**src/rtl/frame_downsampler.sv**
```systemverilog
// 2x2 box-average decimator feeding the CNN loader: SRC_W x SRC_H raster in, OUT_W x OUT_H raster out.
// Whole frames are skipped (and counted) when the CNN is busy at vsync.
module frame_downsampler #(
  parameter int SRC_W = 64,
  parameter int SRC_H = 64,
  parameter int OUT_W = 32,
  parameter int OUT_H = 32
) (
  input  logic       clk,
  input  logic       rst_n,
  input  logic [7:0] cam_pixel,
  input  logic       cam_valid,
  input  logic       cam_vsync,
  input  logic       cnn_busy,
  output logic [7:0] pixel_out,
  output logic       pixel_valid,
  output logic       frame_start,
  output logic       frame_done,
  output logic [7:0] frames_dropped
);
  localparam int COL_W = $clog2(SRC_W);
  localparam int ROW_W = $clog2(SRC_H);

  typedef enum logic [1:0] {IDLE, CAPTURE, SKIP} state_t;

  state_t           r_state;
  logic [COL_W-1:0] r_col;
  logic [ROW_W-1:0] r_row;
  logic [7:0]       r_pair;
  logic [8:0]       r_lb [OUT_W];
  logic [7:0]       r_pix;
  logic             r_pix_vld;
  logic             r_fstart;
  logic             r_fdone;
  logic             r_done_pend;
  logic [7:0]       r_dropped;

  logic [COL_W-2:0] w_lb_idx;
  logic [8:0]       w_h;
  logic [9:0]       w_s;
  logic [9:0]       w_rnd;
  logic             w_last_col;
  logic             w_last_row;

  assign w_lb_idx   = r_col[COL_W-1:1];
  assign w_h        = {1'b0, r_pair} + {1'b0, cam_pixel};
  assign w_s        = {1'b0, w_h} + {1'b0, r_lb[w_lb_idx]};
  // Max s is 1020, so s+2 still fits in 10 bits.
  assign w_rnd      = w_s + 10'd2;
  assign w_last_col = (r_col == COL_W'(SRC_W - 1));
  assign w_last_row = (r_row == ROW_W'(SRC_H - 1));

  always_ff @(posedge clk or negedge rst_n) begin
    if (!rst_n) begin
      r_state     <= IDLE;
      r_col       <= '0;
      r_row       <= '0;
      r_pair      <= '0;
      r_pix       <= '0;
      r_pix_vld   <= 1'b0;
      r_fstart    <= 1'b0;
      r_fdone     <= 1'b0;
      r_done_pend <= 1'b0;
      r_dropped   <= '0;
      for (int i = 0; i < OUT_W; i++) r_lb[i] <= '0;
    end else begin
      r_pix_vld   <= 1'b0;
      r_fstart    <= 1'b0;
      r_fdone     <= r_done_pend;
      r_done_pend <= 1'b0;
      if (cam_vsync) begin
        // vsync wins over any pixel presented in the same cycle
        if (cnn_busy) begin
          r_state <= SKIP;
          if (r_dropped != 8'hFF) r_dropped <= r_dropped + 8'd1;
        end else begin
          r_state  <= CAPTURE;
          r_col    <= '0;
          r_row    <= '0;
          r_fstart <= 1'b1;
        end
      end else if (r_state == CAPTURE && cam_valid) begin
        r_col <= w_last_col ? '0 : r_col + 1'b1;
        if (w_last_col) r_row <= r_row + 1'b1;
        if (!r_col[0]) begin
          r_pair <= cam_pixel;
        end else if (!r_row[0]) begin
          r_lb[w_lb_idx] <= w_h;
        end else begin
          r_pix     <= w_rnd[9:2];
          r_pix_vld <= 1'b1;
          if (w_last_col && w_last_row) begin
            r_done_pend <= 1'b1;
            r_state     <= IDLE;
          end
        end
      end
    end
  end

  assign pixel_out      = r_pix;
  assign pixel_valid    = r_pix_vld;
  assign frame_start    = r_fstart;
  assign frame_done     = r_fdone;
  assign frames_dropped = r_dropped;
endmodule

```
**config.mk**
```make
export PLATFORM = sky130hd
export DESIGN_NAME = frame_downsampler
export DESIGN_NICKNAME = d
export VERILOG_FILES = /design/src/rtl/frame_downsampler.sv
export SDC_FILE = /design/constraint.sdc
export NUM_CORES = 1
export LEC_CHECK = 0
export CORE_AREA = 2 2 167 169
export CTS_CLUSTER_SIZE = 16
export DETAILED_ROUTE_END_ITERATION = 10
export DIE_AREA = 0 0 169 171
export PLACE_DENSITY = 0.74
export SYNTH_ARGS = -nofsm -noshare
export SYNTH_HDL_FRONTEND = slang
export SYNTH_SLANG_ARGS = --single-unit
```
**constraint.sdc**
```tcl
create_clock -name clk -period 3.6 [get_ports clk]
set_input_delay 0.54 -clock clk [delete_from_list [all_inputs] [get_ports clk]]
set_output_delay 0.54 -clock clk [all_outputs]
set_load 0.005 [all_outputs]
```
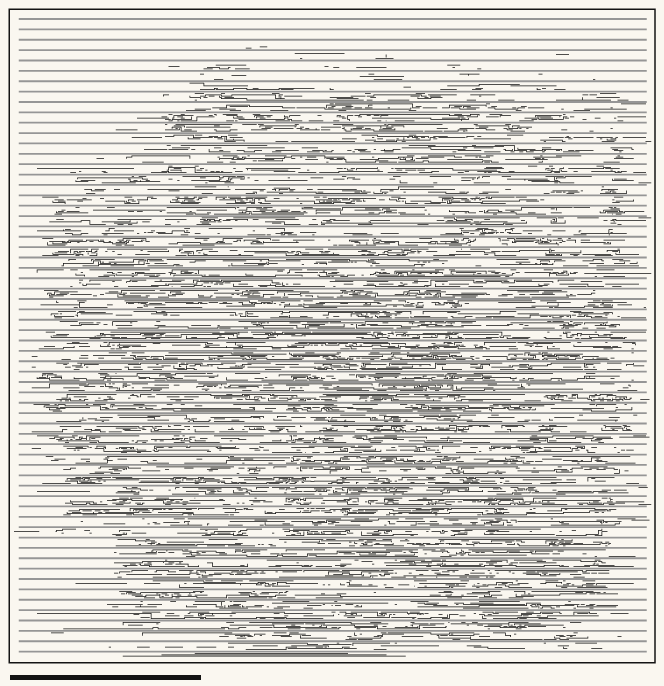
(met1 routing)
Bar = 50 um. Supply wires on this layer in grey.
share of all routed wire: 41%
nets with wire on the layer: 1,448
wire length on this layer: 16,700 um

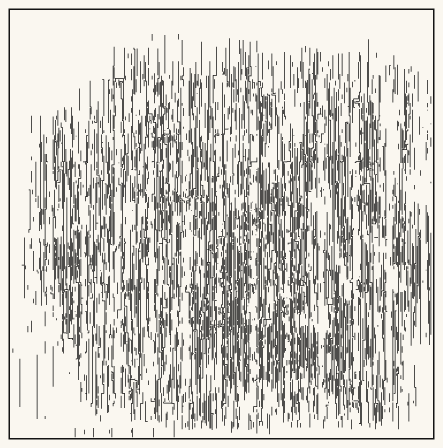
(the metal 2 layer)
share of all routed wire: 47%
longest straight run: 81.3 um
main direction: vertical
wire length on this layer: 19,100 um

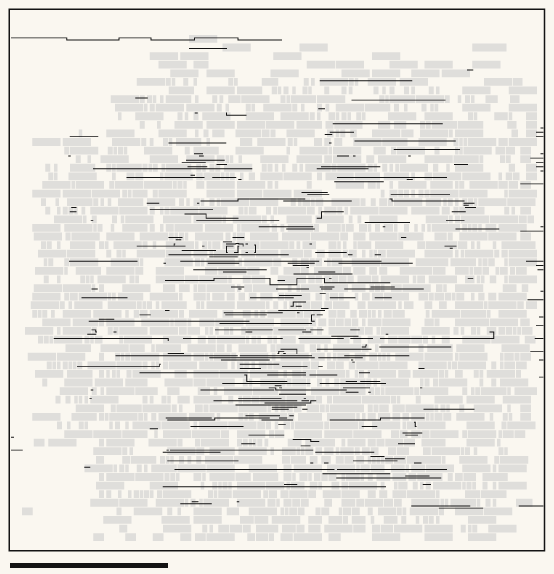
(metal 3)
Bar = 50 um.
share of all routed wire: 7.0%
nets with wire on the layer: 173

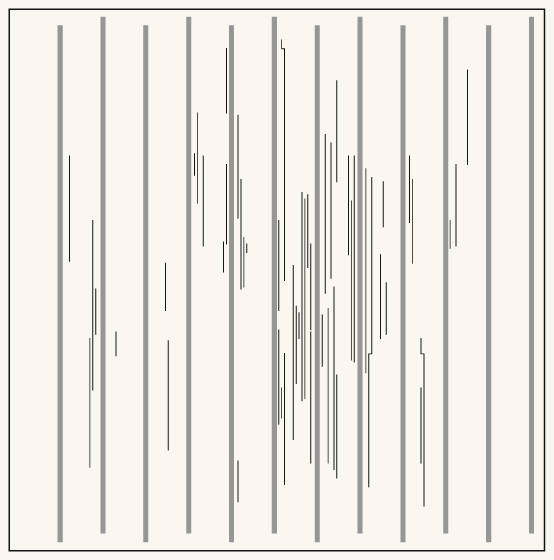
(the metal 4 layer)
Supply wires on this layer in grey.
wire length on this layer: 1,750 um
nets with wire on the layer: 43

==> flow_metrics.env <==
# source this file to load flow results
export IMPL_period_minus_slack_ns=3.81
export IMPL_slew_viol_final=0
export IMPL_power_switching_uw=3410
export IMPL_fin_hold_ws_ns=0.0325
export IMPL_xor_xnor_cell_area_share_of_the_yosys_netlist_pct=1.35
export IMPL_grt_max_degree=86
export IMPL_yosysUniqueCellTypes=51
export IMPL_drt_total_wl_um=40300
export IMPL_clock_power_share_pct=36.0
export IMPL_drt_iter0_markers=993
export IMPL_area_growth_pct=21.9
export IMPL_num_antenna_cells=0
export IMPL_violations="setup timing"
export IMPL_timing_critical_path_slowest_stage_cell="sky130_fd_sc_hd__mux4_2"
export IMPL_nonClkBufAreaFrac_pct=8.88
export IMPL_insertion_delay_late_pin_ns=0.52
export IMPL_postCtsSetupBuffers=9
export IMPL_yosys_warnings=0
export IMPL_timing_reg2reg_setup_slack_ns=-0.21
export IMPL_run_status="finished with violations"
export IMPL_syn_nets=1392
export IMPL_top_area_cell_class="flip-flops and latches"
export IMPL_post_route_worst_setup_slack_ns=-0.212
export IMPL_top_area_cell="sky130_fd_sc_hd__dfrtp_1"
export IMPL_timing_critical_path_depth=16
export IMPL_fin_nets=1517
export IMPL_netlist_logic_family_top="multiplexers"
export IMPL_finalClockPeriodUsage_pct=106
export IMPL_report_final_hold_viol_count=0
export IMPL_critPathMaxStageDelay_ns=0.51
export IMPL_layout_buffer_count_excluding_clock_buffers=176
export IMPL_power_of_the_combinational_group_uw=3010
export IMPL_postSynth_topFlopCell="sky130_fd_sc_hd__dfrtp_1"
export IMPL_timing_critical_path_to_type="register"
export IMPL_die_y_um=171
export IMPL_synthMostInstantiatedCell="sky130_fd_sc_hd__dfrtp_1"
export IMPL_taps=346
export IMPL_grt_setup_unrepaired="yes"
export IMPL_place_detailed_instances=1757
export IMPL_registers_top_by_ff_count="r_lb"
export IMPL_design_power_total_uw=10800
export IMPL_tally_of_buffers_added_on_design_ports=31
export IMPL_antenna_nets_post_route=0
export IMPL_aoi_share_pct=12.3
export IMPL_post_synth_cell_area_avg_um2=11.0
export IMPL_regToRegStartpoint="r_col[1]"
export IMPL_critical_path_required_ns=4.03
export IMPL_async_flop_share_pct=100
export IMPL_clock_sinks=330
export IMPL_flop_count=330
export IMPL_utilization_pct=66.4
export IMPL_met2_usage_pct=45.2
export IMPL_h_tree_lvl_count=2
export IMPL_ctsRootBufferMaster="sky130_fd_sc_hd__clkbuf_16"
export IMPL_setup_violations=4
export IMPL_core_rowCount=61
